--- config.mk ---
export PLATFORM = sky130hd
export DESIGN_NAME = jkbank_arb_ctl
export DESIGN_NICKNAME = d
export VERILOG_FILES = /design/src/rtl/jkbank_arb_ctl.sv
export SDC_FILE = /design/constraint.sdc
export NUM_CORES = 1
export LEC_CHECK = 0
export CAP_MARGIN = 20
export CORE_MARGIN = 2
export CORE_UTILIZATION = 25
export DETAILED_ROUTE_END_ITERATION = 7
export PLACE_DENSITY = 0.63
export SLEW_MARGIN = 10
export SYNTH_ARGS = -nofsm -noshare
export SYNTH_HDL_FRONTEND = slang
export SYNTH_SLANG_ARGS = --single-unit
--- constraint.sdc ---
create_clock -name CLK -period 5.2 [get_ports CLK]
set_clock_uncertainty 0.05 [all_clocks]
set_input_delay 1.04 -clock CLK [delete_from_list [all_inputs] [get_ports CLK]]
set_output_delay 1.04 -clock CLK [all_outputs]
set_load 0.05 [all_outputs]
--- src/rtl/jkbank_arb_ctl.sv ---
// jkbank_arb_ctl: round-robin sequencer that turns SET/CLR/TOG/LOAD requests into J/K vectors
// for a shared JK register bank and returns the post-update bank contents to the winner.
module jkbank_arb_ctl #(
  parameter int N          = 8,
  parameter int NREQ       = 4,
  parameter bit INIT_CLEAR = 1'b1
) (
  input  logic                CLK,
  input  logic                RSTB,
  input  logic [NREQ-1:0]     REQ,
  input  logic [2*NREQ-1:0]   OP,
  input  logic [N*NREQ-1:0]   MASK,
  input  logic [N*NREQ-1:0]   WDATA,
  input  logic [N-1:0]        Q,
  output logic [N-1:0]        J,
  output logic [N-1:0]        K,
  output logic [NREQ-1:0]     GNT,
  output logic [NREQ-1:0]     DONE,
  output logic [N-1:0]        RDATA,
  output logic                BUSY
);

  // state    | meaning
  // S_INIT   | reset landing; arms the one-cycle bank clear
  // S_CLEAR  | K all-ones presented to the bank
  // S_IDLE   | J=K=0, arbitrate eligible requests
  // S_ISSUE  | winner's J/K presented, bank captures at closing edge
  // S_SETTLE | bank updated; Q captured into RDATA at closing edge

  localparam int PW = (NREQ > 1) ? $clog2(NREQ) : 1;

  typedef enum logic [2:0] {S_INIT, S_CLEAR, S_IDLE, S_ISSUE, S_SETTLE} state_t;

  state_t          state, state_nxt;
  logic [PW-1:0]   ptr, ptr_nxt, win_idx;
  logic [NREQ-1:0] own, own_nxt, elig, win_oh, gnt_nxt, done_nxt;
  logic            win_found, busy_nxt;
  logic [1:0]      op_w;
  logic [N-1:0]    m_w, d_w, j_nxt, k_nxt, rdata_nxt;

  // a requester is blind to arbitration in its own DONE cycle so it can drop REQ cleanly
  assign elig = REQ & ~DONE;

  always_comb begin
    win_found = 1'b0;
    win_idx   = ptr;
    for (int i = 1; i <= NREQ; i++) begin
      if (!win_found && elig[PW'((int'(ptr) + i) % NREQ)]) begin
        win_found = 1'b1;
        win_idx   = PW'((int'(ptr) + i) % NREQ);
      end
    end
  end

  assign win_oh = NREQ'(1) << win_idx;

  always_comb begin
    op_w = '0;
    m_w  = '0;
    d_w  = '0;
    for (int i = 0; i < NREQ; i++) begin
      if (win_idx == PW'(i)) begin
        op_w = OP[2*i +: 2];
        m_w  = MASK[N*i +: N];
        d_w  = WDATA[N*i +: N];
      end
    end
  end

  always_comb begin
    state_nxt = state;
    ptr_nxt   = ptr;
    own_nxt   = own;
    j_nxt     = '0;
    k_nxt     = '0;
    gnt_nxt   = '0;
    done_nxt  = '0;
    busy_nxt  = 1'b0;
    rdata_nxt = RDATA;
    case (state)
      S_INIT: begin
        k_nxt     = '1;
        busy_nxt  = 1'b1;
        state_nxt = S_CLEAR;
      end
      S_CLEAR: state_nxt = S_IDLE;
      S_IDLE: begin
        if (win_found) begin
          state_nxt = S_ISSUE;
          busy_nxt  = 1'b1;
          gnt_nxt   = win_oh;
          own_nxt   = win_oh;
          ptr_nxt   = win_idx;
          case (op_w)
            2'b00: j_nxt = m_w;
            2'b01: k_nxt = m_w;
            2'b10: begin
              j_nxt = m_w;
              k_nxt = m_w;
            end
            default: begin
              j_nxt = d_w & m_w;
              k_nxt = ~d_w & m_w;
            end
          endcase
        end
      end
      S_ISSUE: begin
        busy_nxt  = 1'b1;
        state_nxt = S_SETTLE;
      end
      S_SETTLE: begin
        done_nxt  = own;
        rdata_nxt = Q;
        state_nxt = S_IDLE;
      end
      default: state_nxt = S_IDLE;
    endcase
  end

  always_ff @(posedge CLK) begin
    if (!RSTB) begin
      state <= INIT_CLEAR ? S_INIT : S_IDLE;
      ptr   <= PW'(NREQ - 1);
      own   <= '0;
      J     <= '0;
      K     <= '0;
      GNT   <= '0;
      DONE  <= '0;
      RDATA <= '0;
      BUSY  <= 1'b0;
    end else begin
      state <= state_nxt;
      ptr   <= ptr_nxt;
      own   <= own_nxt;
      J     <= j_nxt;
      K     <= k_nxt;
      GNT   <= gnt_nxt;
      DONE  <= done_nxt;
      RDATA <= rdata_nxt;
      BUSY  <= busy_nxt;
    end
  end

endmodule

Fig. 1: run 1, power grid
Pins as bars on the die edge. Tap cells in gray.
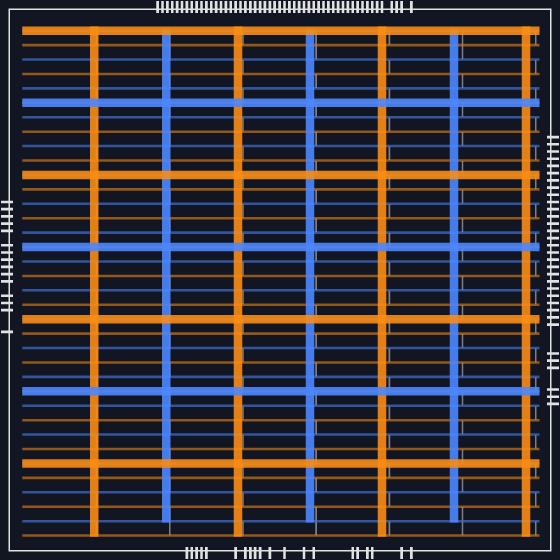
[blue] VDD
[orange] VSS
signal pins: 119
met1 rails: 36
tap cells: 129
met5 straps: 7
die extent in x: 102 um
Die H: 102 um
Worst VDD drop: 138 uV
total core area: 9280 sq um

Fig. 2: run 1, clock wires, drivers and flops
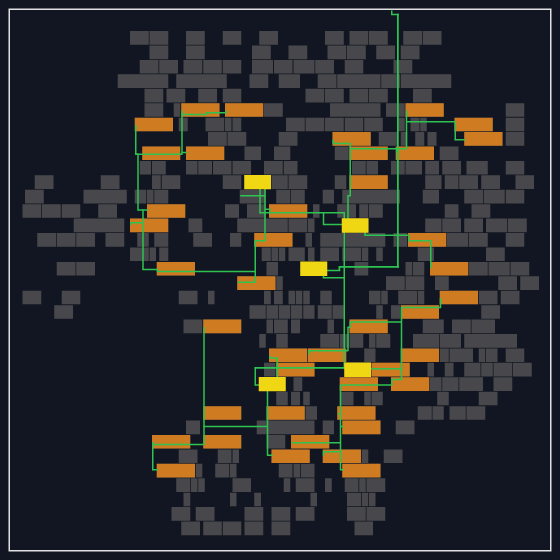
[green] clock wires | length: 510 um
[yellow] cells driving clock nets | count: 5
[orange] flip-flops | count: 42
routed clock nets: 6
clk_lat worst skew: 290 ps
Clock Power Share: 29.8%
clock network power: 0.000317 W

Fig. 3: run 1, signal wires on met2
Bar = 20 um.
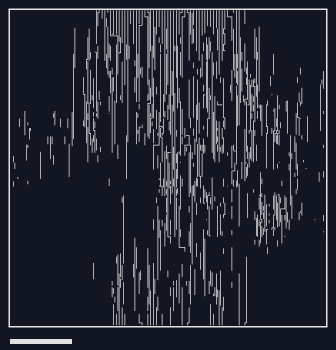
wire length on this layer: 3720 um
main direction: vertical
Via Count: 2276
final wirelength: 7.72 mm

Fig. 4: run 1, placement view
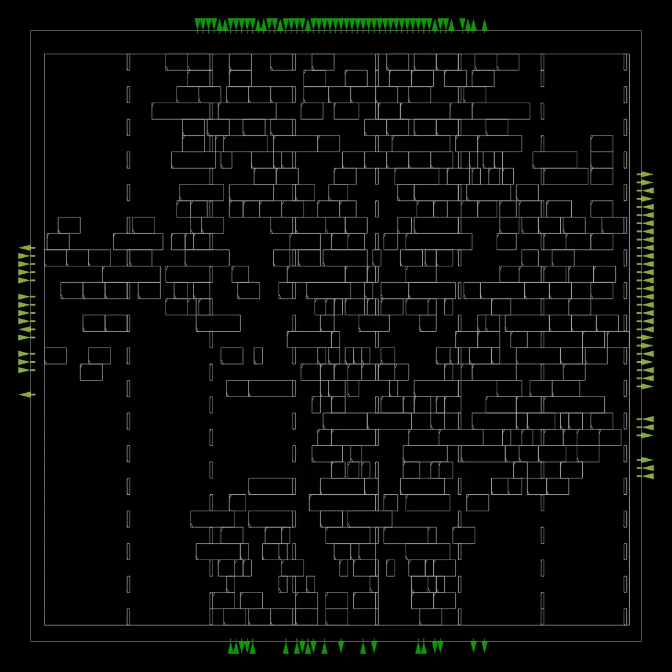
Fill cells: 938
Flop Count: 42
Final Non-Filler Cells: 484
post-layout util: 40.7%
fraction of area in registers: 22.3%

-- run 1: state kept, by name (all words and copies together), names as in the netlist --
name   count
J          8
K          8
RDATA      8
DONE       4
GNT        4
own        4
state      3
ptr        2
BUSY       1
-- run 1: placed cells by master (no fill, tap or decap), types with 2 or more instances in the layout --
master,count
a21oi_1,11
buf_4,3
clkdlybuf4s50_1,118
and2_1,3
mux2_2,5
nand2b_1,3
o21ai_0,2
mux4_1,6
mux4_2,2
dfxtp_1,42
nand2_1,37
a31oi_1,2
bufinv_16,2
a21boi_0,9
and3_1,6
nor2b_1,4
nor2_1,9
o211ai_1,2
o21a_1,9
mux2i_1,19
nor3_1,2
mux2_1,4
o22ai_1,8
clkbuf_8,6
o221ai_1,8
a21o_1,8
inv_1,3
-- run 1: synth_stat cells (2+ instances only) --
master	number
nor2b_1	4
a21boi_0	9
mux4_1	6
buf_2	3
mux2_2	5
a21o_1	8
mux4_2	2
mux2i_1	19
mux2_1	4
o22ai_1	8
buf_6	2
and2_1	3
o21a_1	9
buf_12	3
a31oi_1	2
nor2_1	9
o221ai_1	8
o211ai_1	2
inv_1	3
dfxtp_1	42
nor3_1	2
o21ai_0	2
nand2b_1	3
nand2_1	37
a21oi_1	11
and3_1	6
clkbuf_1	7
-- run 1: stage by stage --
| stage | util (%) | power [W] | std cells | area, sq um | hold slack (ps) |
|---|---|---|---|---|---|
| 3_3_place_gp | 39.1 | 0.000748 | 476 | 3630 | 401 |
| 6_report | 40.7 | 0.00106 | 484 | 3780 | 413 |
| 4_1_cts | 40.7 | 0.00107 | 484 | 3780 | 416 |
| 5_1_grt | 40.7 | 0.00111 | 484 | 3780 | 451 |
| 3_5_place_dp | 39.1 | 0.000752 | 476 | 3630 | 405 |
| 2_1_floorplan | - | 0.000628 | 241 | 2390 | 386 |
-- run 1: final timing paths --
kind	startpoint	to	slack (ps)	cells past startpoint
setup / recovery	REQ[3]	K[2]	980	12
hold / removal	own[1]	own[1]	410	2
setup reg to reg	DONE[0]	K[2]	1860	11
hold reg to reg	own[1]	own[1]	410	2
-- run 1: kinds of logic (layout without fill, tap and decap cells) --
group                    count (synthesis)  count (layout)  synth area share (%)
buffers and inverters                   18             132                  5.65
multiplexers                            37              37                  21.2
AND/OR/NAND/NOR                         73              73                  15.0
flip-flops                              42              42                  35.1
XOR/XNOR                                 1               1                 0.366
adder cells (fa/ha/maj)                  1               1                 0.523
AND-OR/OR-AND                           69              69                  22.1
-- run 1: critical path, stage by stage --
cell and delay [ps]:
clkdlybuf4s50_1 510, or3b_4 400, o311a_1 160, o32ai_4 360
mux2i_1 410, mux2i_1 130, ha_1 370, o2111ai_1 230
nor2_1 80, nand2_1 290, o22ai_1 160, a21o_1 200
-- run 1: cell type report --
cell class | count | area, sq um | share of cell area (%)
clock buffer | 6 | 82.6 | 2.19
clock inverter | 2 | 60.1 | 1.59
inverter | 3 | 11.3 | 0.298
multi-input combinational | 181 | 1420 | 37.5
sequential | 42 | 841 | 22.3
tap | 129 | 161 | 4.27
timing repair buffer | 121 | 1200 | 31.9
==> Changelog: implementation, run 1 <==
### Physical design

- Cell type with the largest total area: dfxtp_1
- GRT Max-Usage Layer: met2
- Status: finished clean
- N_diodes: 0
- Combinational share of power: 36.8%
- Antenna violations before repair: 0
- Detailed Place HPWL: 6.09 mm
- CP Class: input port to flop
- Tool warnings: 26
- Share of layout cells above drive strength 1: 7.89%
- Yosys stat cell total: 241
- Maximum clock path buffer count: 2
- Largest power group: combinational cells
- Tcrit/Tclk final: 81.1%
- CTS Hold Buffers Added: 0
- Post-synth seq share: 35.1%
- RePlAce Congestion: 0.859
- Syn Std Cell Area: 2390 sq um
- GRT met2 Usage: 23.5%
- Vias per Instance: 4.70
- Mapped Cells: 241
- DRT met1 WL: 3.31 mm
- Max-cap violations: 0
- Drt initial violations: 104
- Cell Pwr Density: 281 nW/um^2
- Met3 usage: 3.69%
- Synth flops: 42
- Worst Path Required: 5340 ps
- Worst-path clk slew: 80 ps
- Setup ws final: 981 ps
- Die area: 10400 sq um
- PortBufs: 118
- Met1 GRT Util: 18.6%
- Tmin final: 4220 ps
- Total CTS buffers: 5
- Highest metal used: met4
- Net Count, Synth: 328
- Comb. pwr: 0.000390 W
- Leakage: 1.47 nW
- Root Driver: clkbuf_8
- Init Core Util: 25.8%
- Seq group: 0.000355 W
- Avg Inst Size Synth: 9.93 sq um
- Chip area in the Yosys report: 2390 sq um
- Vias in the first global route: 2246
- CTS tree: built
- Routed Antenna Nets: 0
- Place WS: 719 ps
- Met2 WL: 3.72 mm
- Relative slew slack: 38.2%
- Final Hold Violating Endpoints: 0
- Drt first pass iters: 4
- Drc violations: 0
- Fmax achieved: 237 MHz
- Sequential Power Share: 33.4%
- Area delta synth->final: 57.8%
- Switching portion of total power: 31.0%
- Psw: 0.000329 W
- Distinct lib cells used: 49
- Routed length per instance: 15.9 um
- Cell area leaders: dfxtp_1 (35%), mux2i_1 (7.9%), mux4_1 (6.6%), nand2_1 (5.8%), o221ai_1 (2.9%)
- Async SR Flop Fraction: 0%
- Row cnt: 35
- # clock sinks: 42
- CTS H-tree lvls: 2
- Startpoint types: input port
- Total I/O pin count: 119
- Worst Path Arrival: 4360 ps
- Post-Route Setup TNS: 0 ps
- First-pass GRT wire length: 11.4 mm
- Crit Path Max Fanout: 11
- Met3 Routed Length: 583 um
- EDFF count, synth: 0
- Internal power: 0.000733 W
- Synth top area share: 35.1%
- Synth warn: 0
- Max-slew violations: 0
- Actual slew at the worst max-slew pin: 928 ps
- Crit end category: flop
- Commonest flop: dfxtp_1
- # setup viols final: 0
- Final nets: 441
- Post-CTS resize count: 0
- Total GRT Usage: 14.3%
- RSZ-0062 raised after global routing: no
- Post-CTS Setup Bufs: 0
- Hold Path Class: flop to flop
- Largest net degree at the start of global routing: 33
- Grt ovf: 0
Fig. 5: run 1, placed cells, one color a class
Bar = 20 um. Fill, decap, tap and diode cells in gray.
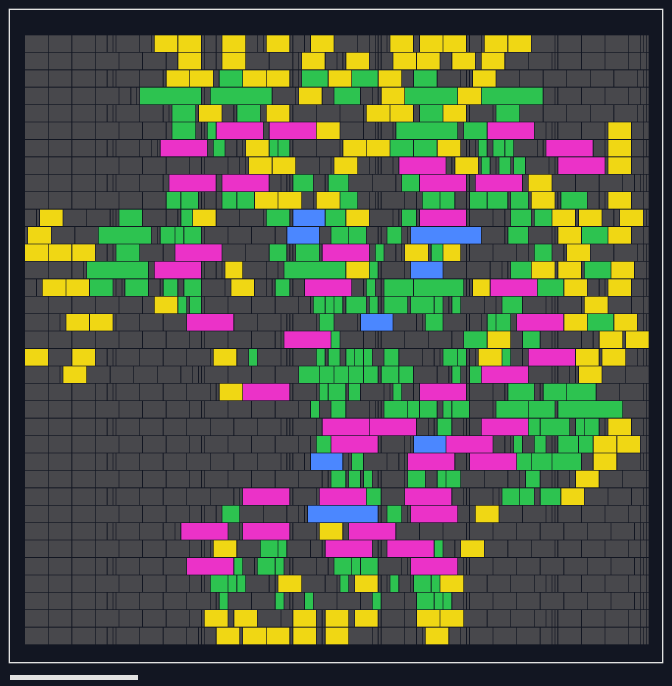

==> run 2, diff against run 1 <==
--- a/config.mk
+++ b/config.mk
@@ -9,7 +9,7 @@
 export CORE_MARGIN = 2
 export CORE_UTILIZATION = 25
 export DETAILED_ROUTE_END_ITERATION = 7
-export PLACE_DENSITY = 0.63
+export PLACE_DENSITY = 0.65
 export SLEW_MARGIN = 10
 export SYNTH_ARGS = -nofsm -noshare
 export SYNTH_HDL_FRONTEND = slang
==> constraint.sdc (replaced) <==
create_clock -name CLK -period 3.75 [get_ports CLK]
set_clock_uncertainty 0.05 [all_clocks]
set_input_delay 0.75 -clock CLK [delete_from_list [all_inputs] [get_ports CLK]]
set_output_delay 0.75 -clock CLK [all_outputs]
set_load 0.05 [all_outputs]
Fig. 6: run 2, placed cells, one color a class
Bar = 20 um. Fill, decap, tap and diode cells in gray.
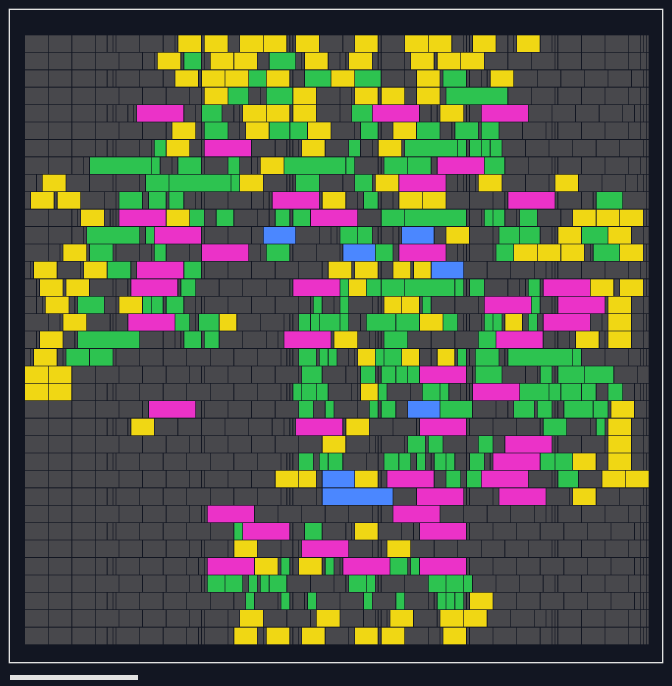
[magenta] flip-flops | cells: 42 | share of their area: 23%
[yellow] other buffers and delay cells | cells: 130 | share of their area: 35%
[green] all other logic | cells: 184 | share of their area: 39%
[blue] clock drivers and dummy loads | cells: 7 | share of their area: 3.1%

Fig. 7: run 2, clock wires, drivers and flops
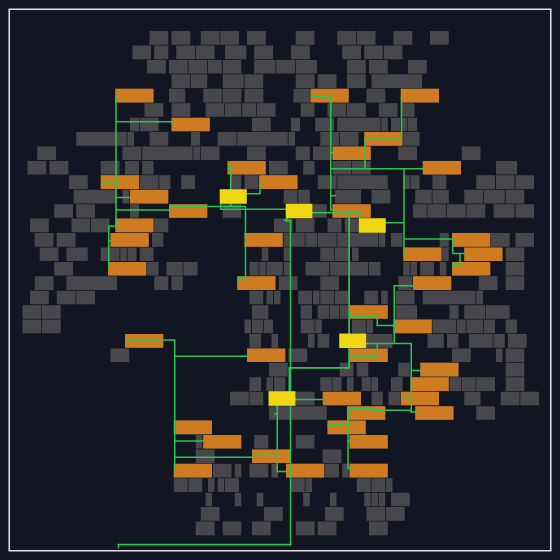
[green] clock wires | length: 578 um
[yellow] cells driving clock nets | count: 5
[orange] flip-flops | count: 42
routed clock nets: 6
Clock Power Share: 25.7%
clock network power: 0.000364 W

==> Changelog: implementation, run 2 <==
### Physical design

- Post-CTS resize count: 0 (unchanged)
- Adder share: 0.523% (unchanged)
- Chip area in the Yosys report: 2390 sq um (unchanged)
- Drt first pass iters: 4 (unchanged)
- CTS tree: built (unchanged)
- Yosys stat cell total: 241 (unchanged)
- Total GRT Usage: 15.0% (was 14.3%)
- EDFF count, synth: 0 (unchanged)
- # clock sinks: 42 (unchanged)
- Drc violations: 0 (unchanged)
- Vias per Instance: 4.71 (was 4.70)
- Simple-Gate Area Share: 15.0% (unchanged)
- Top-count cell post-synth: dfxtp_1 (unchanged)
- Distinct lib cells used: 49 (unchanged)
- Critical Path End: K[6] (was K[2])
- Net Count, Synth: 328 (unchanged)
- Worst VDD drop: 166 uV (was 138 uV)
- RePlAce Congestion: 0.845 (was 0.859)
- Synth flops: 42 (unchanged)
- Hold Path Class: flop to flop (unchanged)
- Placed Area: 3700 sq um (was 3630 sq um)
- Tmin final: 3410 ps
- Worst Path Arrival: 3550 ps (was 4360 ps)
- Final nets: 450 (was 441)
- CTS H-tree lvls: 2 (unchanged)
- RSZ-0062 raised after global routing: no (unchanged)
- Leakage: 1.50 nW (was 1.47 nW)
- Total CTS buffers: 5 (unchanged)
- Crit Path Max Fanout: 8 (was 11)
- # setup viols final: 0 (unchanged)
- Largest net degree at the start of global routing: 23 (was 33)
- Detailed Place HPWL: 6.13 mm (was 6.09 mm)
- Drt initial violations: 105 (was 104)
- Grt ovf: 0 (unchanged)
- Post-CTS Setup Bufs: 0 (unchanged)
- Final Non-Filler Cells: 492 (was 484)
- Root Driver: clkbuf_8 (unchanged)
- Main logic family: AND-OR/OR-AND gates (unchanged)
- Switching portion of total power: 32.2% (was 31.0%)
- Vias in the first global route: 2349 (was 2246)
- Setup slack, reg-to-reg: 920 ps (was 1860 ps)
- Place WS: 35.0 ps (was 719 ps)
- Async SR Flop Fraction: 0% (unchanged)
- Avg Inst Size Synth: 9.93 sq um (unchanged)
- Total I/O pin count: 119 (unchanged)
- Startpoint types: input port (unchanged)
- Post-synth seq share: 35.1% (unchanged)
- Cell area leaders: dfxtp_1 (35%), mux2i_1 (7.9%), mux4_1 (6.6%), nand2_1 (5.8%), o221ai_1 (2.9%) (unchanged)
- Worst Path Required: 3890 ps (was 5340 ps)
- Clk_lat worst skew: 290 ps (about the same)
- Setup ws final: 338 ps (was 981 ps)
- Tcrit/Tclk final: 91.0%
- Cell type with the largest total area: dfxtp_1 (unchanged)
- Die extent in x: 102 um (unchanged)
- Sequential Power Share: 34.8% (was 33.4%)
- Internal power: 0.000961 W (was 0.000733 W)
- CP Class: input port to flop (unchanged)
- FF-to-FF End: K[6] (was K[2])
- Share of layout cells above drive strength 1: 9.92% (was 7.89%)
- Max-slew violations: 0 (unchanged)
- Top flop regs: J: 8 flops, K: 8 flops, RDATA: 8 flops (unchanged)
- Mux area share: 21.2% (unchanged)
- Status: finished clean (unchanged)
- Fmax achieved: 293 MHz
- N_diodes: 0 (unchanged)
- Yosys aoi share: 22.1% (unchanged)
- Synth top area share: 35.1% (unchanged)
## run 2: per-stage QoR
| stage | total power (W) | util, % |
|---|---|---|
| floorplan | 0.000871 | - |
| global placement | 0.00106 | 39.9 |
| detailed placement | 0.00106 | 39.9 |
| CTS | 0.00143 | 41.1 |
| global route | 0.00150 | 41.1 |
| finish | 0.00142 | 41.1 |
## run 2: kinds of logic (layout without fill, tap and decap cells)
logic type | count (synthesis) | count (layout)
adder cells (fa/ha/maj) | 1 | 1
AND/OR/NAND/NOR | 73 | 73
flip-flops | 42 | 42
multiplexers | 37 | 37
XOR/XNOR | 1 | 1
AND-OR/OR-AND | 69 | 69
buffers and inverters | 18 | 140
## run 2: layout make-up
type                       count  area (sq um)
clock buffer                   6          82.6
tap                          129           161
sequential                    42           841
clock inverter                 1          30.0
fill                         913          5470
multi-input combinational    181          1420
timing repair buffer         130          1270
inverter                       3          11.3
## run 2: worst min path at each step
| stage | cells past startpoint | slack, ps | end | from |
|---|---|---|---|---|
| 2_1_floorplan | 2 | 390 | own[1] | own[1] |
| 3_3_place_gp | 2 | 400 | RDATA[2] | RDATA[2] |
| 3_5_place_dp | 2 | 410 | RDATA[3] | RDATA[3] |
| 4_1_cts | 2 | 420 | RDATA[3] | RDATA[3] |
| 5_1_grt | 2 | 450 | own[1] | own[1] |
| 6_report | 2 | 420 | RDATA[3] | RDATA[3] |
## run 2: layer usage
layer	global-route usage [%]	wire length (um)	up-vias	part of all wire [%]
met5	0	0	-	0
met4	5.13	119	0	1.5
met3	3.15	357	7	4.6
met2	25.2	3900	66	50
met1	19.2	3390	1102	44
li1	-	-	1143	-
## run 2: power groups by stage
| stage | Combinational [W] | Sequential [W] | Clock [W] |
|---|---|---|---|
| floorplan | 0.000305 | 0.000565 | 0 |
| global placement | 0.000557 | 0.000504 | 0 |
| detailed placement | 0.000562 | 0.000503 | 0 |
| CTS | 0.000564 | 0.000493 | 0.000377 |
| global route | 0.000603 | 0.000497 | 0.000395 |
| finish | 0.000559 | 0.000493 | 0.000364 |
## run 2: critical path, cell delays in order
cell,delay (ps)
clkdlybuf4s50_1,500
or3b_4,390
o311a_1,170
o32ai_4,220
mux2i_1,270
mux2i_1,110
ha_1,300
o2111ai_1,190
nor2_1,70
nand2_1,250
o22ai_1,140
a21o_1,190
Power is estimated from default activity; no workload was simulated.
